$ cat config.mk
export PLATFORM = sky130hd
export DESIGN_NAME = vpu_mem_arbiter_flat
export DESIGN_NICKNAME = d
export VERILOG_FILES = /design/src/rtl/vpu_pkg.sv /design/src/rtl/vpu_mem_arbiter_if.sv /design/src/rtl/vpu_mem_arbiter_owner_fifo.sv /design/src/rtl/vpu_mem_arbiter.sv /design/src/flat_wrapper.sv
export SDC_FILE = /design/constraint.sdc
export NUM_CORES = 1
export LEC_CHECK = 0
export ABC_AREA = 1
export CAP_MARGIN = 20
export CORE_ASPECT_RATIO = 1.4
export CORE_MARGIN = 2
export CORE_UTILIZATION = 45
export DETAILED_ROUTE_END_ITERATION = 16
export PLACE_DENSITY = 0.85
export SYNTH_ARGS = -nofsm -noshare
export SYNTH_HDL_FRONTEND = slang
export SYNTH_HIERARCHICAL = 1
export SYNTH_SLANG_ARGS = --single-unit
$ cat constraint.sdc
create_clock -name clk -period 4.5 [get_ports clk]
set_clock_uncertainty 0.15 [all_clocks]
set_input_delay 0.9 -clock clk [delete_from_list [all_inputs] [get_ports clk]]
set_output_delay 0.9 -clock clk [all_outputs]
set_load 0.05 [all_outputs]
$ cat src/rtl/vpu_pkg.sv
// rtl/vpu_pkg.sv - shared owner/state encodings and default widths for the VPU memory arbiter
package vpu_pkg;

  localparam int DEF_ADDR_W = 19;
  localparam int DEF_DATA_W = 16;
  localparam int DEF_LVL_W  = 9;

  typedef enum logic {
    OWN_BG  = 1'b0,
    OWN_SPR = 1'b1
  } owner_e;

  typedef enum logic {
    ST_IDLE  = 1'b0,
    ST_ISSUE = 1'b1
  } arb_state_e;

endpackage

$ cat src/rtl/vpu_mem_arbiter_if.sv
// rtl/vpu_mem_arbiter_if.sv - requester, frame and memory-port signals of the VPU memory arbiter
interface vpu_mem_arbiter_if
  import vpu_pkg::*;
#(
  parameter int ADDR_W = DEF_ADDR_W,
  parameter int DATA_W = DEF_DATA_W,
  parameter int LVL_W  = DEF_LVL_W
);

  logic              new_frame;
  logic [LVL_W-1:0]  bg_fifo_level;
  logic              bg_req;
  logic              spr_req;
  logic [ADDR_W-1:0] bg_addr;
  logic [ADDR_W-1:0] spr_addr;
  logic              bg_gnt;
  logic              spr_gnt;
  logic              bg_rvalid;
  logic              spr_rvalid;
  logic [DATA_W-1:0] rdata;
  logic              mem_req;
  logic [ADDR_W-1:0] mem_addr;
  logic              mem_ack;
  logic              mem_rvalid;
  logic [DATA_W-1:0] mem_rdata;
  logic              err_orphan;

  modport master (
    input  new_frame, bg_fifo_level, bg_req, spr_req, bg_addr, spr_addr,
    input  mem_ack, mem_rvalid, mem_rdata,
    output bg_gnt, spr_gnt, bg_rvalid, spr_rvalid, rdata,
    output mem_req, mem_addr, err_orphan
  );

  modport slave (
    output new_frame, bg_fifo_level, bg_req, spr_req, bg_addr, spr_addr,
    output mem_ack, mem_rvalid, mem_rdata,
    input  bg_gnt, spr_gnt, bg_rvalid, spr_rvalid, rdata,
    input  mem_req, mem_addr, err_orphan
  );

endinterface

$ cat src/rtl/vpu_mem_arbiter_owner_fifo.sv
// rtl/vpu_mem_arbiter_owner_fifo.sv - 1-bit owner-tag FIFO tracking outstanding reads in issue order
module owner_fifo #(
  parameter  int DEPTH = 4,
  localparam int PTR_W = (DEPTH > 1) ? $clog2(DEPTH) : 1,
  localparam int CNT_W = $clog2(DEPTH + 1)
) (
  input  logic             clk,
  input  logic             rst,
  input  logic             push,
  input  logic             din,
  input  logic             pop,
  output logic             dout,
  output logic             empty,
  output logic             full,
  output logic [CNT_W-1:0] count
);

  localparam logic [CNT_W-1:0] DEPTH_C = CNT_W'(DEPTH);

  logic [DEPTH-1:0] mem;
  logic [PTR_W-1:0] wr_ptr;
  logic [PTR_W-1:0] rd_ptr;
  logic             do_push;
  logic             do_pop;

  assign empty   = (count == '0);
  assign full    = (count == DEPTH_C);
  assign dout    = mem[rd_ptr];
  assign do_pop  = pop && !empty;
  // A push into a full FIFO is only safe when the head leaves in the same cycle.
  assign do_push = push && (!full || do_pop);

  always_ff @(posedge clk) begin
    if (rst) begin
      wr_ptr <= '0;
      rd_ptr <= '0;
      count  <= '0;
    end else begin
      if (do_push) begin
        mem[wr_ptr] <= din;
        wr_ptr      <= wr_ptr + 1'b1;
      end
      if (do_pop) begin
        rd_ptr <= rd_ptr + 1'b1;
      end
      case ({do_push, do_pop})
        2'b10:   count <= count + 1'b1;
        2'b01:   count <= count - 1'b1;
        default: count <= count;
      endcase
    end
  end

endmodule

$ cat src/rtl/vpu_mem_arbiter.sv
// rtl/vpu_mem_arbiter.sv - shares the VPU read port between background and sprite fetchers
module vpu_mem_arbiter
  import vpu_pkg::*;
#(
  parameter int ADDR_W     = DEF_ADDR_W,
  parameter int DATA_W     = DEF_DATA_W,
  parameter int LVL_W      = DEF_LVL_W,
  parameter int BG_LOW_WM  = 16,
  parameter int MAX_OUT    = 4,
  parameter int SPR_BUDGET = 256
) (
  input logic               clk,
  input logic               rst,
  vpu_mem_arbiter_if.master bus
);

  localparam int CNT_W = $clog2(MAX_OUT + 1);
  localparam int BUD_W = $clog2(SPR_BUDGET + 1);
  localparam logic [LVL_W-1:0] WM_LVL   = LVL_W'(BG_LOW_WM);
  localparam logic [CNT_W-1:0] OUT_LIM  = CNT_W'(MAX_OUT);
  localparam logic [BUD_W-1:0] BUD_INIT = BUD_W'(SPR_BUDGET);

  arb_state_e        state, state_nxt;
  owner_e            cur_owner, last_owner, pick;
  logic              issue;
  logic [ADDR_W-1:0] mem_addr_q;
  logic [BUD_W-1:0]  spr_left;
  logic              bg_rv_q, spr_rv_q, err_q;
  logic [DATA_W-1:0] rdata_q;

  logic              bg_elig, spr_elig, bg_urgent;
  logic              ack, pop;
  logic              fifo_head, fifo_empty, fifo_full_unused;
  logic [CNT_W-1:0]  outstanding;

  assign bg_elig   = bus.bg_req;
  assign spr_elig  = bus.spr_req && (spr_left != '0);
  assign bg_urgent = bus.bg_fifo_level < WM_LVL;
  assign ack       = (state == ST_ISSUE) && bus.mem_ack;
  assign pop       = bus.mem_rvalid && !fifo_empty;

  owner_fifo #(.DEPTH(MAX_OUT)) u_owner_fifo (
    .clk   (clk),
    .rst   (rst),
    .push  (ack),
    .din   (cur_owner),
    .pop   (pop),
    .dout  (fifo_head),
    .empty (fifo_empty),
    .full  (fifo_full_unused),
    .count (outstanding)
  );

  always_ff @(posedge clk) begin
    if (rst) state <= ST_IDLE;
    else     state <= state_nxt;
  end

  always_comb begin
    state_nxt = state;
    issue     = 1'b0;
    // Urgent background first, then the lone requester, then whoever did not go last.
    if (bg_elig && (bg_urgent || !spr_elig || last_owner == OWN_SPR)) pick = OWN_BG;
    else                                                              pick = OWN_SPR;
    unique case (state)
      ST_IDLE: begin
        if ((bg_elig || spr_elig) && outstanding < OUT_LIM) begin
          state_nxt = ST_ISSUE;
          issue     = 1'b1;
        end
      end
      ST_ISSUE: begin
        if (bus.mem_ack) state_nxt = ST_IDLE;
      end
      default: state_nxt = ST_IDLE;
    endcase
  end

  always_ff @(posedge clk) begin
    if (rst) begin
      mem_addr_q <= '0;
      cur_owner  <= OWN_BG;
      last_owner <= OWN_SPR;
      spr_left   <= BUD_INIT;
      bg_rv_q    <= 1'b0;
      spr_rv_q   <= 1'b0;
      rdata_q    <= '0;
      err_q      <= 1'b0;
    end else begin
      if (issue) begin
        cur_owner  <= pick;
        mem_addr_q <= (pick == OWN_BG) ? bus.bg_addr : bus.spr_addr;
      end
      if (ack) last_owner <= cur_owner;
      // Frame reload beats a coincident sprite decrement.
      if (bus.new_frame)                  spr_left <= BUD_INIT;
      else if (ack && cur_owner == OWN_SPR) spr_left <= spr_left - 1'b1;
      bg_rv_q  <= pop && (fifo_head == OWN_BG);
      spr_rv_q <= pop && (fifo_head == OWN_SPR);
      if (pop) rdata_q <= bus.mem_rdata;
      if (bus.mem_rvalid && fifo_empty) err_q <= 1'b1;
    end
  end

  assign bus.mem_req    = (state == ST_ISSUE);
  assign bus.mem_addr   = mem_addr_q;
  assign bus.bg_gnt     = ack && (cur_owner == OWN_BG);
  assign bus.spr_gnt    = ack && (cur_owner == OWN_SPR);
  assign bus.bg_rvalid  = bg_rv_q;
  assign bus.spr_rvalid = spr_rv_q;
  assign bus.rdata      = rdata_q;
  assign bus.err_orphan = err_q;

endmodule

$ cat src/flat_wrapper.sv
// flat-port wrapper written by rule: the top's interface ports become plain ports
module vpu_mem_arbiter_flat import vpu_pkg::*;
#(
  parameter int ADDR_W     = DEF_ADDR_W,
  parameter int DATA_W     = DEF_DATA_W,
  parameter int LVL_W      = DEF_LVL_W,
  parameter int BG_LOW_WM  = 16,
  parameter int MAX_OUT    = 4,
  parameter int SPR_BUDGET = 256
)
  (clk, rst, bus_new_frame, bus_bg_fifo_level, bus_bg_req, bus_spr_req, bus_bg_addr, bus_spr_addr, bus_mem_ack, bus_mem_rvalid, bus_mem_rdata, bus_bg_gnt, bus_spr_gnt, bus_bg_rvalid, bus_spr_rvalid, bus_rdata, bus_mem_req, bus_mem_addr, bus_err_orphan);
  vpu_mem_arbiter_if #(.ADDR_W(ADDR_W), .DATA_W(DATA_W), .LVL_W(LVL_W)) bus_i ();
  input logic clk;
  input logic rst;
  input wire logic [$bits(bus_i.new_frame)-1:0] bus_new_frame;
  input wire logic [$bits(bus_i.bg_fifo_level)-1:0] bus_bg_fifo_level;
  input wire logic [$bits(bus_i.bg_req)-1:0] bus_bg_req;
  input wire logic [$bits(bus_i.spr_req)-1:0] bus_spr_req;
  input wire logic [$bits(bus_i.bg_addr)-1:0] bus_bg_addr;
  input wire logic [$bits(bus_i.spr_addr)-1:0] bus_spr_addr;
  input wire logic [$bits(bus_i.mem_ack)-1:0] bus_mem_ack;
  input wire logic [$bits(bus_i.mem_rvalid)-1:0] bus_mem_rvalid;
  input wire logic [$bits(bus_i.mem_rdata)-1:0] bus_mem_rdata;
  output wire logic [$bits(bus_i.bg_gnt)-1:0] bus_bg_gnt;
  output wire logic [$bits(bus_i.spr_gnt)-1:0] bus_spr_gnt;
  output wire logic [$bits(bus_i.bg_rvalid)-1:0] bus_bg_rvalid;
  output wire logic [$bits(bus_i.spr_rvalid)-1:0] bus_spr_rvalid;
  output wire logic [$bits(bus_i.rdata)-1:0] bus_rdata;
  output wire logic [$bits(bus_i.mem_req)-1:0] bus_mem_req;
  output wire logic [$bits(bus_i.mem_addr)-1:0] bus_mem_addr;
  output wire logic [$bits(bus_i.err_orphan)-1:0] bus_err_orphan;
  assign bus_i.new_frame = bus_new_frame;
  assign bus_i.bg_fifo_level = bus_bg_fifo_level;
  assign bus_i.bg_req = bus_bg_req;
  assign bus_i.spr_req = bus_spr_req;
  assign bus_i.bg_addr = bus_bg_addr;
  assign bus_i.spr_addr = bus_spr_addr;
  assign bus_i.mem_ack = bus_mem_ack;
  assign bus_i.mem_rvalid = bus_mem_rvalid;
  assign bus_i.mem_rdata = bus_mem_rdata;
  assign bus_bg_gnt = bus_i.bg_gnt;
  assign bus_spr_gnt = bus_i.spr_gnt;
  assign bus_bg_rvalid = bus_i.bg_rvalid;
  assign bus_spr_rvalid = bus_i.spr_rvalid;
  assign bus_rdata = bus_i.rdata;
  assign bus_mem_req = bus_i.mem_req;
  assign bus_mem_addr = bus_i.mem_addr;
  assign bus_err_orphan = bus_i.err_orphan;
  vpu_mem_arbiter #(.ADDR_W(ADDR_W), .DATA_W(DATA_W), .LVL_W(LVL_W), .BG_LOW_WM(BG_LOW_WM), .MAX_OUT(MAX_OUT), .SPR_BUDGET(SPR_BUDGET)) u_core (.clk(clk), .rst(rst), .bus(bus_i));
endmodule
Figure 1. Wiring by layer.
Bar = 20 um.
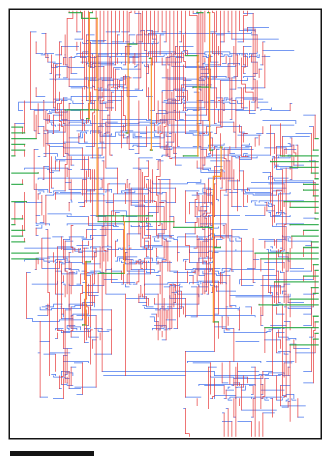
Key: orange = metal 4 [wire length 242 um]; green = metal 3 [wire length 306 um]; blue = metal 1 [wire length 2880 um]; red = metal 2 [wire length 3960 um]
WL per Instance: 12.34 um
DR vias: 2927
final wirelength: 7393 um

Figure 2. Cell outlines without signal wires.
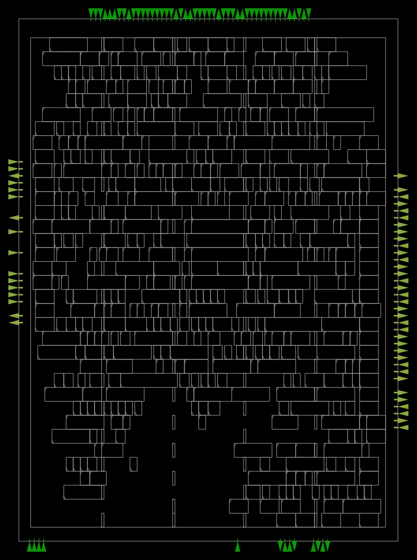
Tapcell Cnt: 74
flip-flops: 61
Core ar.: 0.006569 sq mm

==> results_dict.tcl <==
# collected from the flow reports
set metrics [dict create \
    io_buffers 106 \
    grt_use_met2 0.3757 \
    cts_tree "yes" \
    cts_resized 0 \
    layout_top_cell "clkdlybuf4s50_1" \
    grtUsageMet3 0.03085 \
    cap_violations 0 \
    syn_area_sq_mm 0.003062 \
    yosysWarnings 6 \
    cp_max_fo 8 \
    max_freq_ghz 0.2807 \
    avgViaCountPerCell 4.886 \
    floorplan.nets 494 \
    antenna_found_initial 0 \
    numCtsBuffers 9 \
    final_cell_mix "clkdlybuf4s50_1, inv_1, nand2_1" \
    n_antenna_cell 0 \
    drive_gt1_frac 0.09714 \
    post-cts-setup-buffers 0 \
    min_period_ps 3563 \
    place_congestion 0.8474 \
    fin_setup_tns_ps 0 \
    dieArea_sq_mm 0.007489 \
    start_kind "input port" \
    worst_slew_pin_slew_ps 810.2 \
    grt_setup_unrepaired "no" \
    clock-sinks 61 \
    critPathSlowestCell "clkdlybuf4s50_1" \
    outcome "complete, no violations" \
    area_delta_synth_final_pct 41.56 \
    critPathTopFamily "buffers and inverters" \
    clock-root-buffer "clkbuf_8" \
    grt-ovfl-total 0 \
]
Figure 3. Signal wires on met4.
Bar = 20 um.
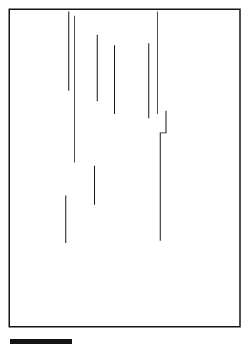
The wires run mostly vertical. The layer holds 3.3% of the routed length.

Figure 4. Cells coloured by class.
Bar = 20 um. Fill, decap, tap and diode cells in grey.
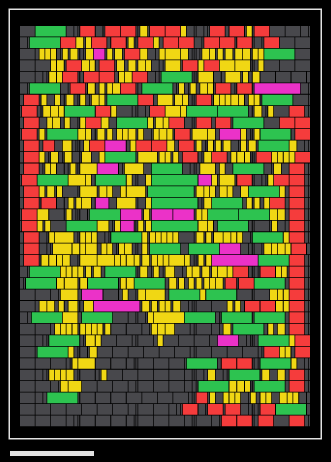
Key: red = remaining buffers and delay cells [cells 109, share of their area 26%]; yellow = combinational and other logic [cells 339, share of their area 39%]; magenta = clock drivers and dummy loads [cells 16, share of their area 5.8%]; green = sequential cells [cells 61, share of their area 30%]
cell area after layout: 0.004334 sq mm
Seq area share: 0.2910
row cnt: 35
Util after Layout: 0.6598

area by class of cell:
type	count	area [sq um]
clock buffer	9	123.9
clock inverter	7	123.9
fill	579	2235
inverter	76	285.3
multi-input combinational	263	1364
sequential	61	1261
tap	74	92.59
timing repair buffer	109	1084
power groups by stage:
stage | sequential, W | clock (W) | combinational [W]
after floorplan | 0.000788 | 0 | 0.000169
final | 0.000626 | 0.000594 | 0.000489
after global placement | 0.000635 | 0 | 0.000480
after global routing | 0.000632 | 0.000631 | 0.000527
after CTS | 0.000627 | 0.000602 | 0.000492
after detailed placement | 0.000639 | 0 | 0.000490
routing by layer:
layer  share of wire  routed length, um
met3           0.041                305
met2            0.54               3961
met1            0.39               2884
met5               0                  0
met4           0.033                241
per-stage QoR:
step | setup WS (ps) | hold slack [ps] | total power, W | area [sq um] | cells
CTS | 921.4 | 320.4 | 0.001721 | 4334 | 599
floorplan | 1763 | 290.9 | 0.0009569 | 3062 | 416
detailed placement | 936.8 | 310.6 | 0.001129 | 4086 | 583
global placement | 953.5 | 297.9 | 0.001115 | 4086 | 583
global route | 855.2 | 342.1 | 0.001790 | 4334 | 599
finish | 937.4 | 317.5 | 0.001709 | 4334 | 599
final timing paths:
kind,start,to,depth (start not counted)
min reg2reg,u_core/spr_left[0],u_core/spr_left[0],2
min,u_core/spr_left[0],u_core/spr_left[0],2
max,bus_mem_ack,bus_spr_gnt,4
max reg2reg,u_core/spr_left[0],u_core/bus.mem_addr[17],12
flip-flops by register name, summed over array words and instances, names as in the netlist, 2 cells and up:
register / flops
u_core/u_owner_fifo/count: 3
u_core/u_owner_fifo/mem: 4
u_core/u_owner_fifo/wr_ptr: 2
u_core/spr_left: 9
u_core/bus.mem_addr: 19
u_core/u_owner_fifo/rd_ptr: 2
u_core/bus.rdata: 16
No activity file was given, so power comes from the tool's default toggle rates.
